Design piradip_axis_sample_deinterleaver, sky130hd; sources not shown.
### Drive-strength map

Bar = 50 um.
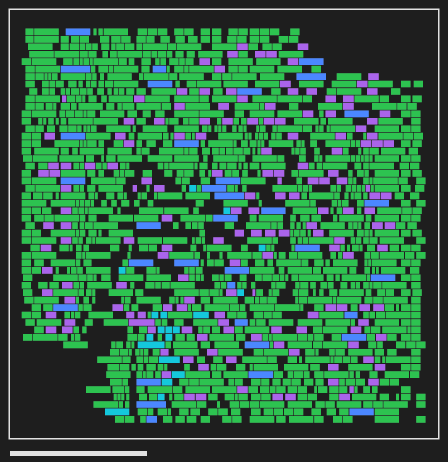
Key: x6 and larger = blue [cells 34]; x2 = purple [cells 162]; x3 and x4 = cyan [cells 19]; x1 and smaller = green [cells 1,145]
Repair and plain buffers: 313
final instance area: 0.01575 mm^2

### Clock network drawn from the DEF

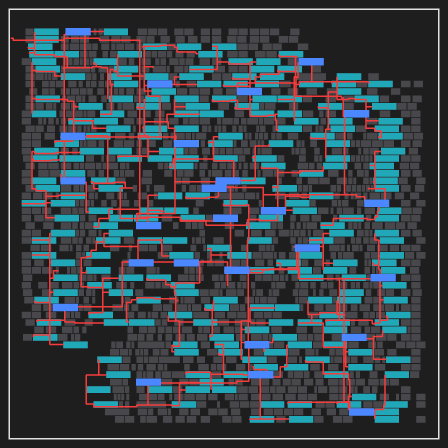
Key: clock-net drivers = blue [count 25]; flip-flops = cyan [count 232]; clock wires = red [length 3,000 um]
Position of the flops: all over the die.
clk ins delay skew pair: 0.53 ns
clock group power: 724 uW

### Placement view

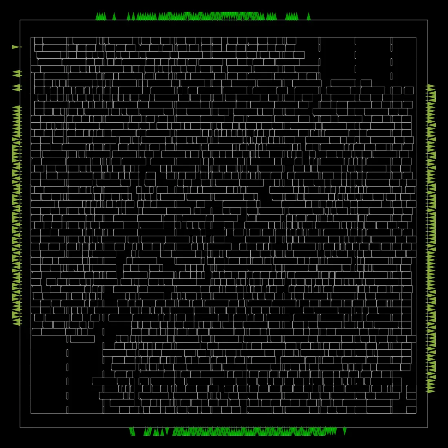
Seq/total area: 36.87%
core footprint: 0.02129 mm^2
TAP cells: 275

==> run summary <==
outcome -> complete, no violations
Comb gates -> 748
TritonCTS clock tree -> done
DIE WIDTH -> 156.2 um
Post-Syn Area -> 0.01186 mm^2
EDFF count, synth -> 0
met2 WL post-DR -> 19.61 mm
Largest cell class -> sequential cells
met3 Usage GRT -> 6.167%
Peak supply drop -> 0.1991 mV
critical setup path kind -> primary input to output port
most common cell in the synthesized netlist -> dfrtp_1
Clock Tree Buf Depth -> 3
Ant. Diodes -> 5
Max-area cell share -> 48.94%
Hold Path Depth -> 1
dpl hpwl -> 28.99 mm
DR WL/cell -> 25.14 um
fill count -> 1,426
CP delay by family, top -> buffers and inverters
mux contribution to synthesized area -> 15.02%
clock-pin transition on the worst setup and hold timing paths -> 0.06 ns
initial drt markers -> 1,239
Flop pwr share -> 27.4%
grt peak-use layer -> met2
Synth top cells by count -> dfrtp_1 (232), mux2_2 (144), nor2_1 (103)
total track usage -> 32.81%
first-pass GRT wire length -> 62.45 mm
Crit-path slowest cell -> a31o_2
synthesized area per cell -> 10.74 um^2
CP Capture Type -> output port
fin crit period -> 9.431 ns
crit path DRT -> 10.12 ns
simple share -> 13.28%
Log Warnings -> 32
DR pass1 iterations -> 6
comb pwr -> 2.50 mW
Comb area -> 0.005550 mm^2
WL final -> 41.23 mm
IO Pins -> 301
Seq/Total Area, Yosys -> 48.94%
Warnings, synthesis -> 0
Psw -> 1.886 mW
Inverters -> 22
fin crit share -> 69.86%
hold crit path type -> flip-flop to flip-flop
Clock Skews -> 0.01168 ns
Yosys cell types -> 53
vias in the first global route -> 10,710
fa+ha+maj area frac -> 0.5274%
largest net degree at the start of global routing -> 106
met1 usage -> 42.68%
Max-Cap Viols -> 0
Final Slew Violations -> 0
Mapped Cells -> 1,105
IO buf count -> 300
Crit path largest cell delay -> 0.95 ns
Mapped Nets -> 1,246
Comb area share -> 35.24%
flip-flop and latch area -> 0.005807 mm^2
fin worst setup slack -> 4.069 ns
Core Util at FP -> 55.73%
Nets -> 1,483
top sig layer -> met5
crit path buf inv count -> 2
Power, Total -> 4.432 mW
worst-path cell chain -> clkdlybuf4s50_1, nand2b_1, a31o_2, nor2_1, nor2_1, clkdlybuf4s50_1
top cells by area -> dfrtp_1 (49%), mux2_2 (14%), a31oi_1 (3.4%), nand4_1 (3.4%), a22o_1 (3.3%)
# hold bufs at CTS -> 0
clock buffers -> 35
Worst path depth -> 6
most numerous logic cell after layout -> clkdlybuf4s50_1
clk root buf -> clkbuf_16
Final GP Congestion -> 0.9179
Synth Area in XOR/XNOR -> 2.141%
top power group -> combinational cells
CTS HTree Levels -> 1
routed vias/inst -> 6.571
P&R area growth vs syn -> 32.78%
f_max -> 0.1060 GHz
CTS sink count -> 232
DP Area -> 0.01489 mm^2
leakage -> 6.522 nW
switch share -> 42.54%
Chip Area, Yosys -> 0.01186 mm^2
DR DRC count -> 0
Comb pwr share -> 56.3%
Synth flops -> 232
Row Count -> 53
via count -> 10,780
post_cts resized -> 0
dpl cells -> 1,590
initial antenna violation count -> 5
Final Hold Fails -> 0
P_seq -> 1.21 mW
die height -> 156.2 um
Yosys Instances -> 1,105
die area -> 0.02440 mm^2
Clock Power Share -> 16.3%
aoi share -> 15.28%
power per standard cell area -> 281.4 mW/mm^2
internal power -> 2.546 mW
Slew HR -> 25.66%
total grt overflow -> 0
share of cells above drive strength 1 -> 15.81%
RSZ-0062 raised after global routing -> false
asr flop ratio synth -> 100.0%
Reg2Reg Setup Slack -> 9.11 ns
post-layout util -> 74.00%
endpoints failing setup -> 0
remaining antenna violation count after routing -> 0
buffering overhead -> 19.68%
Critical Path Start Type -> primary input
FF-to-FF path depth -> 8
clock tree cell share of total cell area -> 5.378%
CP max FO -> 51
most frequent cells in the layout -> clkdlybuf4s50_1 (300), dfrtp_1 (231), mux2_2 (144), nor2_1 (103)
Worst Path Arrival -> 6.06 ns
met2 Usage GRT -> 53.97%
Hold Slack -> 0.4983 ns
total negative slack -> 0 ns
worst-margin pin slew -> 1.115 ns
No activity file was given, so power comes from the tool's default toggle rates.
